cell_classes.png
Drawn at 6 px/um.
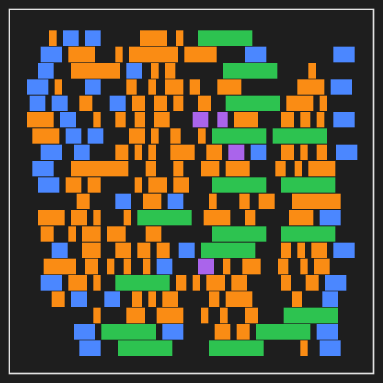
port_nets.png
Drawn at 4 px/um.
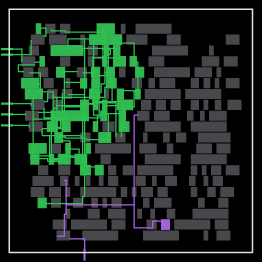
final_placement.png
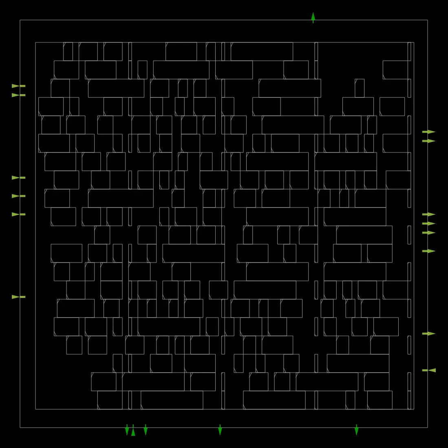
--- src/rtl/morse_tx.sv ---
// Morse transmitter: accepts a letter index, latches its dot/dash pattern and keys
// it serially on key_out with unit timing (dot=1U, dash=3U, gap=1U, letter gap=3U).
module morse_tx #(
   parameter int UNIT_CYCLES = 4
) (
   input  logic       clk,
   input  logic       rst_n,
   input  logic [4:0] letter_in,
   input  logic       valid_in,
   output logic       ready_out,
   output logic       key_out,
   output logic [3:0] code_out,
   output logic [2:0] len_out,
   output logic       busy_out,
   output logic       done_out,
   output logic       err_out
);

   localparam int CW = $clog2(3*UNIT_CYCLES+1);
   localparam logic [CW-1:0] DOT_LD  = CW'(UNIT_CYCLES);
   localparam logic [CW-1:0] DASH_LD = CW'(3*UNIT_CYCLES);
   localparam logic [CW-1:0] CNT_ONE = CW'(1);

   typedef enum logic [1:0] {IDLE, MARK, SPACE, LGAP} state_t;

   state_t          state_q, state_d;
   logic [CW-1:0]   cnt_q, cnt_d;
   logic [1:0]      ptr_q, ptr_d;
   logic [3:0]      code_q, code_d;
   logic [2:0]      len_q, len_d;
   logic            done_q, done_d;
   logic            err_q, err_d;

   logic [3:0]      tbl_code;
   logic [2:0]      tbl_len;
   logic [1:0]      nxt_ptr;
   logic            more_syms;
   logic            nxt_dash;

   // ITU pattern table, symbol 0 in bit 3, 1=dash.
   always_comb begin
      {tbl_code, tbl_len} = {4'b0000, 3'd0};
      case (letter_in)
         5'd0:  {tbl_code, tbl_len} = {4'b0100, 3'd2};
         5'd1:  {tbl_code, tbl_len} = {4'b1000, 3'd4};
         5'd2:  {tbl_code, tbl_len} = {4'b1010, 3'd4};
         5'd3:  {tbl_code, tbl_len} = {4'b1000, 3'd3};
         5'd4:  {tbl_code, tbl_len} = {4'b0000, 3'd1};
         5'd5:  {tbl_code, tbl_len} = {4'b0010, 3'd4};
         5'd6:  {tbl_code, tbl_len} = {4'b1100, 3'd3};
         5'd7:  {tbl_code, tbl_len} = {4'b0000, 3'd4};
         5'd8:  {tbl_code, tbl_len} = {4'b0000, 3'd2};
         5'd9:  {tbl_code, tbl_len} = {4'b0111, 3'd4};
         5'd10: {tbl_code, tbl_len} = {4'b1010, 3'd3};
         5'd11: {tbl_code, tbl_len} = {4'b0100, 3'd4};
         5'd12: {tbl_code, tbl_len} = {4'b1100, 3'd2};
         5'd13: {tbl_code, tbl_len} = {4'b1000, 3'd2};
         5'd14: {tbl_code, tbl_len} = {4'b1110, 3'd3};
         5'd15: {tbl_code, tbl_len} = {4'b0110, 3'd4};
         5'd16: {tbl_code, tbl_len} = {4'b1101, 3'd4};
         5'd17: {tbl_code, tbl_len} = {4'b0100, 3'd3};
         5'd18: {tbl_code, tbl_len} = {4'b0000, 3'd3};
         5'd19: {tbl_code, tbl_len} = {4'b1000, 3'd1};
         5'd20: {tbl_code, tbl_len} = {4'b0010, 3'd3};
         5'd21: {tbl_code, tbl_len} = {4'b0001, 3'd4};
         5'd22: {tbl_code, tbl_len} = {4'b0110, 3'd3};
         5'd23: {tbl_code, tbl_len} = {4'b1001, 3'd4};
         5'd24: {tbl_code, tbl_len} = {4'b1011, 3'd4};
         5'd25: {tbl_code, tbl_len} = {4'b1100, 3'd4};
         default: {tbl_code, tbl_len} = {4'b0000, 3'd0};
      endcase
   end

   assign nxt_ptr   = ptr_q + 2'd1;
   assign nxt_dash  = code_q[2'd3 - nxt_ptr];
   assign more_syms = ({1'b0, ptr_q} + 3'd1) < len_q;

   always_comb begin
      // NOTE: every _d gets a hold default first so no path through the case infers a latch.
      state_d = state_q;
      cnt_d   = cnt_q;
      ptr_d   = ptr_q;
      code_d  = code_q;
      len_d   = len_q;
      done_d  = 1'b0;
      err_d   = 1'b0;
      case (state_q)
         IDLE: begin
            if (valid_in) begin
               if (letter_in <= 5'd25) begin
                  code_d  = tbl_code;
                  len_d   = tbl_len;
                  ptr_d   = 2'd0;
                  cnt_d   = tbl_code[3] ? DASH_LD : DOT_LD;
                  state_d = MARK;
               end else begin
                  err_d = 1'b1;
               end
            end
         end
         MARK: begin
            if (cnt_q == CNT_ONE) begin
               state_d = more_syms ? SPACE : LGAP;
               cnt_d   = more_syms ? DOT_LD : DASH_LD;
            end else begin
               cnt_d = cnt_q - CNT_ONE;
            end
         end
         SPACE: begin
            if (cnt_q == CNT_ONE) begin
               ptr_d   = nxt_ptr;
               cnt_d   = nxt_dash ? DASH_LD : DOT_LD;
               state_d = MARK;
            end else begin
               cnt_d = cnt_q - CNT_ONE;
            end
         end
         LGAP: begin
            if (cnt_q == CNT_ONE) begin
               cnt_d   = '0;
               done_d  = 1'b1;
               state_d = IDLE;
            end else begin
               cnt_d = cnt_q - CNT_ONE;
            end
         end
         default: state_d = IDLE;
      endcase
   end

   // NOTE: state lives in flops updated with <= only; key_out is decoded from state so reset drops it at once.
   always_ff @(posedge clk or negedge rst_n) begin
      if (!rst_n) begin
         state_q <= IDLE;
         cnt_q   <= '0;
         ptr_q   <= 2'd0;
         code_q  <= 4'd0;
         len_q   <= 3'd0;
         done_q  <= 1'b0;
         err_q   <= 1'b0;
      end else begin
         state_q <= state_d;
         cnt_q   <= cnt_d;
         ptr_q   <= ptr_d;
         code_q  <= code_d;
         len_q   <= len_d;
         done_q  <= done_d;
         err_q   <= err_d;
      end
   end

   assign key_out   = (state_q == MARK);
   assign ready_out = (state_q == IDLE);
   assign busy_out  = ~ready_out;
   assign code_out  = code_q;
   assign len_out   = len_q;
   assign done_out  = done_q;
   assign err_out   = err_q;

endmodule

--- config.mk ---
export PLATFORM = sky130hd
export DESIGN_NAME = morse_tx
export DESIGN_NICKNAME = d
export VERILOG_FILES = /design/src/rtl/morse_tx.sv
export SDC_FILE = /design/constraint.sdc
export NUM_CORES = 1
export LEC_CHECK = 0
export CAP_MARGIN = 20
export CELL_PAD_IN_SITES_DETAIL_PLACEMENT = 1
export CELL_PAD_IN_SITES_GLOBAL_PLACEMENT = 1
export CORE_MARGIN = 2
export CORE_UTILIZATION = 41
export DETAILED_ROUTE_END_ITERATION = 8
export PLACE_DENSITY = 0.78
export SLEW_MARGIN = 20
export SYNTH_ARGS = -nofsm -noshare
export SYNTH_HDL_FRONTEND = slang
export SYNTH_SLANG_ARGS = --single-unit
--- constraint.sdc ---
create_clock -name clk -period 2.3 [get_ports clk]
set_input_delay 0.46 -clock clk [delete_from_list [all_inputs] [get_ports clk]]
set_output_delay 0.46 -clock clk [all_outputs]
set_load 0.01 [all_outputs]
==> job_summary.md <==
## PnR job results

| Metric | Value |
|---|---|
| Syn_nets | 158 |
| EDFF count, synth | 0 |
| Status | finished, final reports clean |
| Vias in the first global route | 1,214 |
| Routed length on met2 | 1750 um |
| Worst setup margin | 0.0688 ns |
| Uppermost layer routed | met4 |
| Clk_lat worst skew | 0.30 ns |
| Overall Power | 0.00148 W |
| Most frequent cells in the layout | buf_4 (21), clkdlybuf4s50_1 (19), dfrtp_1 (17), nand2_1 (14), inv_1 (13) |
| WL met3 | 65 um |
| Number of remaining DRC errors | 0 |
| NumNets Final | 199 |
| Post-CTS Setup Bufs | 0 |
| Antenna cells | 0 |
| Sequence of cells on the critical path | clkdlybuf4s50_1 -> inv_1 -> ha_1 -> or2_1 -> a21boi_0 -> mux4_2 -> mux2_4 |
| Fraction of layout cells with a size suffix above 1 | 22.2% |
| Pleak | 0.767 nW |
| Post-DP Area | 1690 sq um |
| First-pass GRT wire length | 5710 um |
| Post-Place Setup Slack | -0.238 ns |
| Clock transition at the registers of the reported paths | 0.11 ns |
| Setup Skew | 0.0188 ns |
| H-tree depth | 1 |
| Final setup TNS | 0 ns |
| Peak supply drop | 0.282 mV |
| Worst path slowest cell | clkdlybuf4s50_1 |
| Total power per unit cell area | 865 nW/um^2 |
| Post-DR wirelength/cell | 15.3 um |
| GR Overflow Total | 0 |
| Die width | 60.4 um |
| Cell area after layout | 1710 sq um |
| Max-slew violation count | 0 |
| Crit path DRT | 2.48 ns |
| I/O pins | 20 |
| Clock Sinks | 17 |
| GRT Total Usage | 21.4% |
| Worst Tran Pin Value | 0.385 ns |
| Unrepaired setup endpoints after global routing | false |
| Fmax | 0.448 GHz |
| Log Warnings | 31 |
| FFs w/ async S/R, synth | 100% |
| Largest stage delay, worst path | 0.48 ns |
| Post-DP HPWL | 2830 um |
| Setup crit end kind | register |
| Ys flops | 17 |
| Yosys chip area | 1310 sq um |
| CTS max path bufs | 2 |
| Port Buffers | 19 |
| Most used logic cell in the final layout | buf_4 |
| Critical Path AT | 2.41 ns |
| Hold slack | 0.471 ns |
| Synthesis-to-layout area growth | 31.2% |
| Total of max-cap violations | 0 |
| Vias per cell | 5.51 |
| WL final | 3430 um |
| Slew HR | 73.7% |
| Initial DRC count | 30 |
| Final min period | 2.23 ns |
| Floorplan utilization | 42.8% |
| CTS Root Cell | clkbuf_4 |
| Startpoint Class | primary input |
| DR vias | 1,235 |
| Synth warn | 0 |
| TritonCTS clock tree | done |
| TritonCTS buffer count | 3 |
| Core box area | 3050 sq um |
| Routability congestion estimate | 0.851 |
| Top_reg_cell synth | dfrtp_1 |
| Largest net degree at the start of global routing | 18 |
| PostCTS Resize Cnt | 0 |
| Routed Antenna Nets | 0 |
| Chip area | 3650 sq um |
| Initial antenna violation count | 0 |
| DIE HEIGHT | 60.4 um |
| Crit path max fanout | 2 |
| DRT Pass-1 Iters | 4 |
| Avg Inst Size Synth | 9.33 sq um |
| Area of the mapped netlist | 1310 sq um |
| Final setup viols | 0 |
| Tally of unique sky130hd cells used after synthesis | 48 |
| Final Hold Vio Count | 0 |
| Post-synthesis sequential area ratio | 32.6% |
| Ys cells | 140 |
| Cycle use final | 97.0% |
| M1 wire length | 1540 um |
| CTS Hold Bufs | 0 |
| Min-Delay Path Class | in -> async |
| Cell count after synthesis | 140 |
| # rows | 20 |
## Picture notes: cell_classes.png
| colour | class | cells |
|---|---|---|
| green | flops | 17 |
| blue | other buffers and delay cells | 40 |
| purple | clock drivers and dummy loads | 4 |
| orange | all other logic | 119 |
sequential cell area share: 24.8%
post-layout util: 56.1%

## Picture notes: port_nets.png
| colour | port | direction | end cells | buffers | wire |
|---|---|---|---|---|---|
| green | letter_in | input | 45 | 12 | 602 um |
| purple | ready_out | output | 1 | 1 | 78.8 um |

## Picture notes: final_placement.png
Tap Cells: 44
non-filler cells in the finished layout: 224

==> cell type report <==
class	instances	area, sq um
Tap cell	44	55.1
Sequential cell	17	425
Fill cell	375	1340
Clock buffer	3	22.5
Timing Repair Buffer	40	348
Multi-Input combinational cell	104	802
Inverter	15	56.3
Clock inverter	1	5.00
==> synthesized netlist by cell type, drive strengths merged, types with 2 or more instances <==
library cell,number,share of area [%]
o31ai,3,1.7
o32ai,2,1.3
a211oi,3,1.7
dfrtp,17,33
inv,15,4.3
o311ai,2,1.3
and2,2,0.96
o21ai,10,3.8
a221oi,2,1.8
nor2b,2,0.96
a21oi,9,3.7
mux4,4,7.2
ha,10,9.6
nor3b,3,2.1
nand2b,3,1.4
nor2,8,2.9
mux2,4,3.7
a21o,3,1.7
nand2,15,4.5
nor3,3,1.1
buf,4,1.7
==> per-layer routing <==
layer / vias up / track usage, %
li1: 601 / -
met1: 607 / 27.1
met2: 21 / 37.4
met3: 6 / 2.13
met4: 0 / 9.01
met5: - / 0
==> per-stage QoR <==
stage	cells	util (%)
finish	224	56.1
global route	224	56.1
CTS	224	56.1
detailed placement	220	55.2
global placement	220	55.2
floorplan	140	-
==> kinds of logic after synthesis <==
logic type,count (synthesis),share of synthesized area (%)
adders and majority gates,10,9.58
xor gates and xnor gates,1,0.671
and+or+nand+nor,42,17.4
muxes,8,10.9
AOI/OAI and AO/OA,43,22.8
DFF,17,32.6
buffers and inverters,19,6.03
==> report_power, final <==
group / leakage [nW] / switching [W] / internal, W
clock: 0.0177 / 0.0000992 / 0.0000648
combinational: 0.537 / 0.000354 / 0.000414
sequential: 0.213 / 0.000129 / 0.000422
==> flip-flops by register name, indices dropped and copies added, names as in the netlist <==
name / flops
code_out: 4
len_out: 3
state_q: 2
ptr_q: 2
cnt_q: 4
err_out: 1
done_out: 1
==> critical path: cells and delay by family <==
family | cells | cell delay, ns
muxes | 2 | 0.71
buffers and inverters | 2 | 0.54
adders and majority gates | 1 | 0.30
and+or+nand+nor | 1 | 0.25
AOI/OAI and AO/OA | 1 | 0.14
==> worst paths after layout <==
| path | startpoint | to | slack [ns] | depth (start not counted) |
|---|---|---|---|---|
| min in group clk | len_out[1] | len_out[1] | 0.53 | 1 |
| worst min register to register | len_out[1] | len_out[1] | 0.53 | 1 |
| max in group asynchronous | rst_n | len_out[2] | 1.62 | 2 |
| worst max register to register | ptr_q[0] | cnt_q[3] | 0.40 | 6 |
| worst min-delay path | rst_n | state_q[1] | 0.47 | 2 |
| worst max-delay path | letter_in[0] | len_out[2] | 0.07 | 7 |
Power is estimated from default activity; no workload was simulated.
